### config.mk
export PLATFORM = sky130hd
export DESIGN_NAME = tx_ts_fp_tracker
export DESIGN_NICKNAME = d
export VERILOG_FILES = /design/src/rtl/tx_ts_fp_tracker.sv
export SDC_FILE = /design/constraint.sdc
export NUM_CORES = 2
export LEC_CHECK = 0
export CELL_PAD_IN_SITES_DETAIL_PLACEMENT = 0
export CELL_PAD_IN_SITES_GLOBAL_PLACEMENT = 1
export CORE_MARGIN = 4
export CORE_UTILIZATION = 57
export CTS_BUF_LIST = sky130_fd_sc_hd__clkbuf_4 sky130_fd_sc_hd__clkbuf_8 sky130_fd_sc_hd__clkbuf_16
export DETAILED_ROUTE_END_ITERATION = 7
export PLACE_DENSITY_LB_ADDON = 0.12
export SLEW_MARGIN = 20
export SYNTH_ARGS = -nofsm -noshare
export SYNTH_HDL_FRONTEND = slang
export SYNTH_SLANG_ARGS = --single-unit
### constraint.sdc
create_clock -name ts_resp_clk -period 20.4 [get_ports ts_resp_clk]
set_input_delay 3.06 -clock ts_resp_clk [delete_from_list [all_inputs] [get_ports ts_resp_clk]]
set_output_delay 3.06 -clock ts_resp_clk [all_outputs]
set_load 0.05 [all_outputs]
### src/rtl/tx_ts_fp_tracker.sv
// Pairs fingerprinted MAC egress timestamps with in-order TX timestamp requests and
// retires every request as exactly one record (ok / missing / timeout); output registered, no backpressure.
module tx_ts_fp_tracker #(
    parameter int TS_FP_WIDTH     = 20,
    parameter int TS_WIDTH        = 96,
    parameter int PEND_ADDR_WIDTH = 5,
    parameter int IN_ADDR_WIDTH   = 2,
    parameter int AGE_WIDTH       = 16,
    parameter int TIMEOUT_CYCLES  = 4096
) (
    input  logic                   ts_resp_clk,
    input  logic                   ts_resp_rst,
    input  logic                   in_req_valid,
    input  logic [TS_FP_WIDTH-1:0] in_req_fp,
    input  logic                   in_mac_ts_valid,
    input  logic [TS_FP_WIDTH-1:0] in_mac_ts_fp,
    input  logic [TS_WIDTH-1:0]    in_mac_ts_data,
    output logic                   out_ts_valid,
    output logic [TS_FP_WIDTH-1:0] out_ts_fp,
    output logic [TS_WIDTH-1:0]    out_ts_data,
    output logic [1:0]             out_ts_err,
    input  logic                   clear_cnt,
    output logic [15:0]            cnt_missing,
    output logic [15:0]            cnt_timeout,
    output logic [15:0]            cnt_stray,
    output logic                   req_overflow,
    output logic                   in_overflow
);
    localparam int PEND_DEPTH = 1 << PEND_ADDR_WIDTH;
    localparam int IN_DEPTH   = 1 << IN_ADDR_WIDTH;
    localparam logic [AGE_WIDTH-1:0] TIMEOUT_AGE = AGE_WIDTH'(TIMEOUT_CYCLES);

    logic [TS_FP_WIDTH-1:0]   r_pend_fp    [PEND_DEPTH];
    logic [AGE_WIDTH-1:0]     r_pend_stamp [PEND_DEPTH];
    logic [PEND_ADDR_WIDTH-1:0] r_pend_wr, r_pend_rd;
    logic [PEND_ADDR_WIDTH:0]   r_pend_cnt;

    logic [TS_FP_WIDTH-1:0]   r_in_fp   [IN_DEPTH];
    logic [TS_WIDTH-1:0]      r_in_data [IN_DEPTH];
    logic [IN_ADDR_WIDTH-1:0] r_in_wr, r_in_rd;
    logic [IN_ADDR_WIDTH:0]   r_in_cnt;

    logic [AGE_WIDTH-1:0]   r_age;
    logic                   r_out_vld;
    logic [TS_FP_WIDTH-1:0] r_out_fp;
    logic [TS_WIDTH-1:0]    r_out_data;
    logic [1:0]             r_out_err;
    logic [15:0]            r_cnt_missing, r_cnt_timeout, r_cnt_stray;
    logic                   r_req_ovf, r_in_ovf;

    logic w_pend_full, w_pend_empty, w_in_full, w_in_empty, w_pend_push, w_in_push;
    logic [TS_FP_WIDTH-1:0] w_h_fp, w_p_fp, w_dist;
    logic [TS_WIDTH-1:0]    w_h_data;
    logic [AGE_WIDTH-1:0]   w_age_diff;
    logic                   w_pop_h, w_pop_p, w_emit, w_inc_missing, w_inc_timeout, w_inc_stray;
    logic [TS_WIDTH-1:0]    w_emit_data;
    logic [1:0]             w_emit_err;

    // Fullness is judged on current occupancy, so a same-cycle pop never rescues a push.
    assign w_pend_full  = (r_pend_cnt == (PEND_ADDR_WIDTH+1)'(PEND_DEPTH));
    assign w_pend_empty = (r_pend_cnt == '0);
    assign w_in_full    = (r_in_cnt == (IN_ADDR_WIDTH+1)'(IN_DEPTH));
    assign w_in_empty   = (r_in_cnt == '0);
    assign w_pend_push  = in_req_valid && !w_pend_full;
    assign w_in_push    = in_mac_ts_valid && !w_in_full;

    assign w_h_fp     = r_in_fp[r_in_rd];
    assign w_h_data   = r_in_data[r_in_rd];
    assign w_p_fp     = r_pend_fp[r_pend_rd];
    assign w_dist     = w_h_fp - w_p_fp;
    assign w_age_diff = r_age - r_pend_stamp[r_pend_rd];

    always_comb begin
        w_pop_h       = 1'b0;
        w_pop_p       = 1'b0;
        w_emit        = 1'b0;
        w_emit_data   = '0;
        w_emit_err    = 2'b00;
        w_inc_missing = 1'b0;
        w_inc_timeout = 1'b0;
        w_inc_stray   = 1'b0;
        if (!w_in_empty) begin
            if (w_pend_empty) begin
                w_pop_h     = 1'b1;
                w_inc_stray = 1'b1;
            end else if (w_dist == '0) begin
                w_emit      = 1'b1;
                w_emit_data = w_h_data;
                w_pop_h     = 1'b1;
                w_pop_p     = 1'b1;
            end else if (w_dist < TS_FP_WIDTH'(r_pend_cnt)) begin
                // Timestamp belongs to a younger request: retire the head as missing, keep H.
                w_emit        = 1'b1;
                w_emit_err    = 2'b01;
                w_pop_p       = 1'b1;
                w_inc_missing = 1'b1;
            end else begin
                w_pop_h     = 1'b1;
                w_inc_stray = 1'b1;
            end
        end else if (!w_pend_empty && (w_age_diff >= TIMEOUT_AGE)) begin
            w_emit        = 1'b1;
            w_emit_err    = 2'b10;
            w_pop_p       = 1'b1;
            w_inc_timeout = 1'b1;
        end
    end

    function automatic logic [15:0] sat_inc(input logic [15:0] v);
        return (v == 16'hFFFF) ? v : v + 16'd1;
    endfunction

    always_ff @(posedge ts_resp_clk) begin
        if (w_pend_push) begin
            r_pend_fp[r_pend_wr]    <= in_req_fp;
            r_pend_stamp[r_pend_wr] <= r_age;
        end
        if (w_in_push) begin
            r_in_fp[r_in_wr]   <= in_mac_ts_fp;
            r_in_data[r_in_wr] <= in_mac_ts_data;
        end
    end

    always_ff @(posedge ts_resp_clk) begin
        if (ts_resp_rst) begin
            r_pend_wr <= '0; r_pend_rd <= '0; r_pend_cnt <= '0;
            r_in_wr   <= '0; r_in_rd   <= '0; r_in_cnt   <= '0;
            r_age      <= '0;
            r_out_vld  <= 1'b0;
            r_out_fp   <= '0;
            r_out_data <= '0;
            r_out_err  <= 2'b00;
            r_cnt_missing <= '0; r_cnt_timeout <= '0; r_cnt_stray <= '0;
            r_req_ovf <= 1'b0;
            r_in_ovf  <= 1'b0;
        end else begin
            r_age <= r_age + AGE_WIDTH'(1);
            if (w_pend_push) r_pend_wr <= r_pend_wr + PEND_ADDR_WIDTH'(1);
            if (w_pop_p)     r_pend_rd <= r_pend_rd + PEND_ADDR_WIDTH'(1);
            case ({w_pend_push, w_pop_p})
                2'b10:   r_pend_cnt <= r_pend_cnt + (PEND_ADDR_WIDTH+1)'(1);
                2'b01:   r_pend_cnt <= r_pend_cnt - (PEND_ADDR_WIDTH+1)'(1);
                default: ;
            endcase
            if (w_in_push) r_in_wr <= r_in_wr + IN_ADDR_WIDTH'(1);
            if (w_pop_h)   r_in_rd <= r_in_rd + IN_ADDR_WIDTH'(1);
            case ({w_in_push, w_pop_h})
                2'b10:   r_in_cnt <= r_in_cnt + (IN_ADDR_WIDTH+1)'(1);
                2'b01:   r_in_cnt <= r_in_cnt - (IN_ADDR_WIDTH+1)'(1);
                default: ;
            endcase
            r_out_vld  <= w_emit;
            r_out_fp   <= w_emit ? w_p_fp : '0;
            r_out_data <= w_emit_data;
            r_out_err  <= w_emit_err;
            if (clear_cnt) begin
                r_cnt_missing <= '0; r_cnt_timeout <= '0; r_cnt_stray <= '0;
                r_req_ovf <= 1'b0;
                r_in_ovf  <= 1'b0;
            end else begin
                if (w_inc_missing) r_cnt_missing <= sat_inc(r_cnt_missing);
                if (w_inc_timeout) r_cnt_timeout <= sat_inc(r_cnt_timeout);
                if (w_inc_stray)   r_cnt_stray   <= sat_inc(r_cnt_stray);
                if (in_req_valid && w_pend_full)  r_req_ovf <= 1'b1;
                if (in_mac_ts_valid && w_in_full) r_in_ovf  <= 1'b1;
            end
        end
    end

    assign out_ts_valid = r_out_vld;
    assign out_ts_fp    = r_out_fp;
    assign out_ts_data  = r_out_data;
    assign out_ts_err   = r_out_err;
    assign cnt_missing  = r_cnt_missing;
    assign cnt_timeout  = r_cnt_timeout;
    assign cnt_stray    = r_cnt_stray;
    assign req_overflow = r_req_ovf;
    assign in_overflow  = r_in_ovf;
endmodule

floorplan.png
Bar = 100 um. Pins as bars on the die edge.
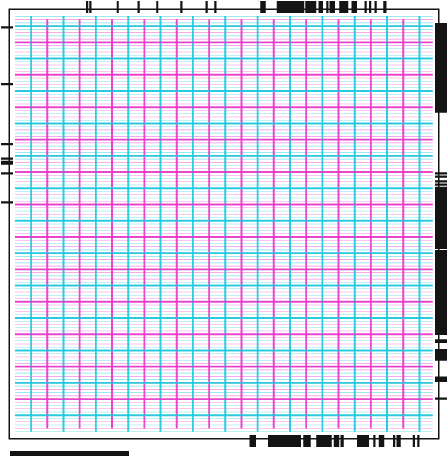
VSS -> cyan
VDD -> magenta
met5 straps = 25
met1 rails = 129
met4 straps = 25

class_map.png
Bar = 100 um.
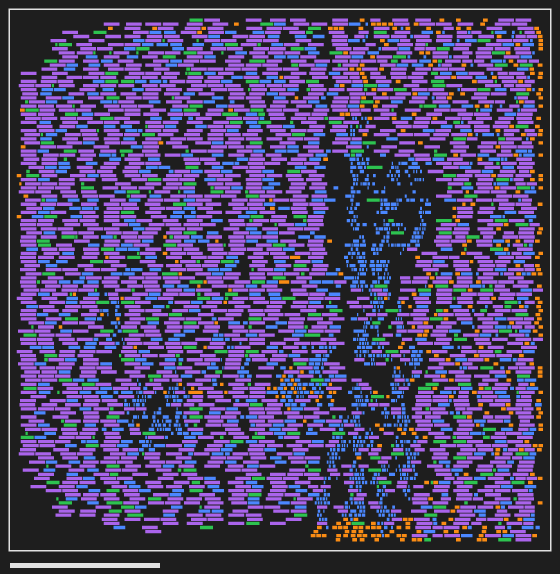
remaining buffers and delay cells -> orange  # cells 374
registers -> purple  # cells 1831
remaining logic cells -> blue  # cells 1381
clock drivers and dummy loads -> green  # cells 330
placement row count: 128
summed area of non-filler cells in the final layout: 0.0813 sq mm

clock_wires.png
Bar = 100 um.
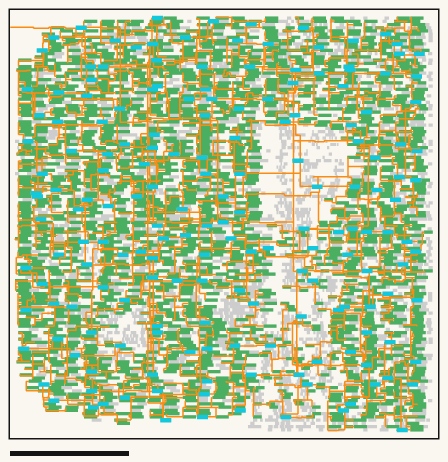
clock wires -> orange  # length 19500 um
clock-net drivers -> cyan  # count 179
flip-flops -> green  # count 1831
routed clock nets = 180

layers.png
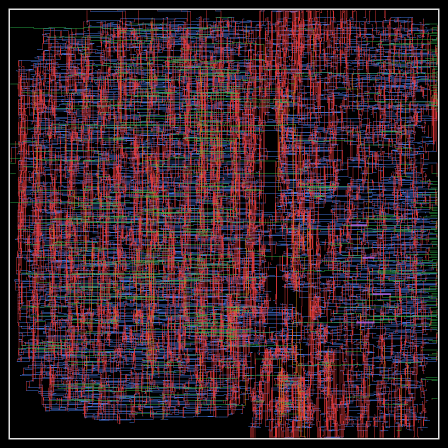
M3 -> green  # wire length 12600 um
M5 -> purple  # wire length 47.8 um
M2 -> red  # wire length 81.6 mm
M4 -> orange  # wire length 3240 um
M1 -> blue  # wire length 66.6 mm
total wire length: 164000 um
post-detailed-route wirelength per cell: 29.6 um
routed vias: 35100

==> flow_metrics.tcl <==
# place-and-route summary
set metrics [dict create \
    critPathTopFamily "buffers and inverters" \
    grt_pass1_vias 35300 \
    cp_num_cells 27 \
    final_max_slew_viol_count 0 \
    worst_clock_skew_ns 0.0330 \
    boundaryPins 310 \
    met3_usage_pct 4.69 \
    cts_resized 0 \
    grt_setup_unrepaired "no" \
    worst_hold_path.num_cells 2 \
    num-clock-buffers 252 \
    drtPass1Iterations 6 \
    syn2layout_area_growth_pct 15.8 \
    simple_gate_area_share_pct 3.96 \
    grt_most_used_layer "met2" \
    synth.net_count 3582 \
    postSynth.topFlopCell "sky130_fd_sc_hd__edfxtp_1" \
    p_leak_nw 25.6 \
    cts.clk_slew.worst_paths_ns 0.06 \
    tool_warnings 37 \
    clock_tree.root_cell "sky130_fd_sc_hd__clkbuf_16" \
    initCoreUtil_pct 57.5 \
    num-nonclk-buffers 374 \
    min_period_over_period_pct 46.9 \
    crit_path_max_fanout 48 \
    lay_top_cells "sky130_fd_sc_hd__edfxtp_1, sky130_fd_sc_hd__mux4_2, sky130_fd_sc_hd__clkdlybuf4s50_1" \
    die_w_um 359 \
    slowest_stage "sky130_fd_sc_hd__buf_4" \
    synth.top_cell.area_share_pct 69.1 \
    initialDrtViolationCount 4133 \
    synthCells 3380 \
    port_buf_inserts 309 \
    top_logic_kind "multiplexers" \
    gpl.final_weighted_congestion 0.790 \
    wire_length_of_the_first_global_routing_pass_um 242000 \
    drv_cap 0 \
    synth.yosys.num_cells 3380 \
    drt-met1-wl_um 66600 \
    gr-usage-met2_pct 41.2 \
    bufAreaShareNonClock_pct 4.45 \
    vertical_die_size_um 359 \
    layoutNonFillerInstCount 5546 \
    route.top_layer_used "met5" \
    whs_endpoint "in_overflow$_SDFFE_PP0P_" \
    area_leaders "sky130_fd_sc_hd__edfxtp_1, sky130_fd_sc_hd__mux4_2, sky130_fd_sc_hd__dfxtp_1" \
    dpl-instance-area_sq_mm 0.0755 \
    regToRegSetupSlack_ns 10.83 \
    synth.cellmix.xorXnorShare_pct 0.462 \
    fmaxAchievable_ghz 0.104 \
    max-clock-path-buffers 3 \
    chipArea_sq_mm 0.129 \
    worst_r2r_path_depth 27 \
    drcViolationCount 0 \
    synth_adder_area_share_pct 1.12 \
    synth.ff_latch_count 1831 \
    post_synth_most_frequent_cells "sky130_fd_sc_hd__edfxtp_1, sky130_fd_sc_hd__mux4_2, sky130_fd_sc_hd__dfxtp_1" \
    report.final.hold_viol_count 0 \
    global_route.overflow_total 0 \
    pre_cts_setup_slack_ns 10.78 \
    sum_of_internal_switching_and_leakage_power_mw 9.64 \
    synthDominantAreaCellType "sky130_fd_sc_hd__edfxtp_1" \
    grt.met1_usage_pct 36.8 \
    drive_gt1_share_pct 24.5 \
    max_stage_delay_ns 0.91 \
    mappedNetlistArea_sq_mm 0.0702 \
    antenna_diode_instance_count 5 \
    worst_pin_slew_ns 1.12 \
    cp.arrival_ns 10.28 \
    placed_cells 5211 \
    non_clock_inverter_count 37 \
    finalCriticalPeriod_ns 9.57 \
    logic_gates 1344 \
    gr-usage-all-layers_pct 25.5 \
    fin_tns_setup_ns 0 \
    mi_logic_area_sq_mm 0.0168 \
    vdd_drop_max_uv 94.8 \
    worst_setup_path_endpoint "r_pend_cnt[5]$_SDFFE_PP0P_" \
    holdWs_ns 0.500 \
    nFillCells 7889 \
    power-per-cell-area_mw_per_mm2 119 \
    nWellTaps 1625 \
    outcome "complete, no violations" \
    design.seq.count 1831 \
    seq_area_sq_mm 0.0529 \
    detail-route-antenna-nets 0 \
    setup_viol_count_final 0 \
    cts-htree-levels 4 \
    dr_wl_met3_um 12600 \
    vias_per_cell 6.32 \
    critical_r2r_capture "r_pend_cnt[5]$_SDFFE_PP0P_" \
    final_critical_path_setup_slack_ns 10.83 \
    min_from "in_overflow$_SDFFE_PP0P_" \
    enable_flop_cells 1616 \
    cts_sinks 1831 \
    layout_top_cell_excl_fill_tap "sky130_fd_sc_hd__edfxtp_1" \
    required_time_of_the_critical_path_ns 21.10 \
    timing.critical_path.to_type "flop" \
    worst_setup_start_kind "flop" \
    cts.hold.buffers_added 0 \
    syn-mean-instance-area_sq_um 20.8 \
    critPathMostFrequentCell "sky130_fd_sc_hd__ha_1" \
    worst_relative_slew_slack_pct 25.4 \
    cts_inserted_buffers 179 \
    timing_worst_setup_path_type "reg2reg" \
    dominant_cells "sequential cells" \
    dr_wl_met2_um 81600 \
    synth_top_cell_by_count "sky130_fd_sc_hd__edfxtp_1" \
]
[power breakdown]
| group | switching [mW] | internal (mW) | total [mW] |
|---|---|---|---|
| clock network | 1.36 | 1.87 | 3.23 |
| registers | 0.0997 | 4.24 | 4.34 |
| logic | 1.11 | 0.964 | 2.07 |
| total | 2.57 | 7.07 | 9.64 |
[sequential cells by signal (all words and copies together) (netlist names), named ones only]
register      cells
cnt_missing      16
cnt_stray        16
cnt_timeout      16
in_overflow       1
out_ts_data      96
out_ts_err        2
out_ts_fp        20
out_ts_valid      1
r_age            16
r_in_cnt          3
r_in_data       384
r_in_fp          80
r_in_rd           2
r_in_wr           2
r_pend_cnt        6
r_pend_fp       640
r_pend_rd         5
r_pend_stamp    512
r_pend_wr         5
req_overflow      1
Power figures rest on the tool's default switching activity, not on a simulated workload.
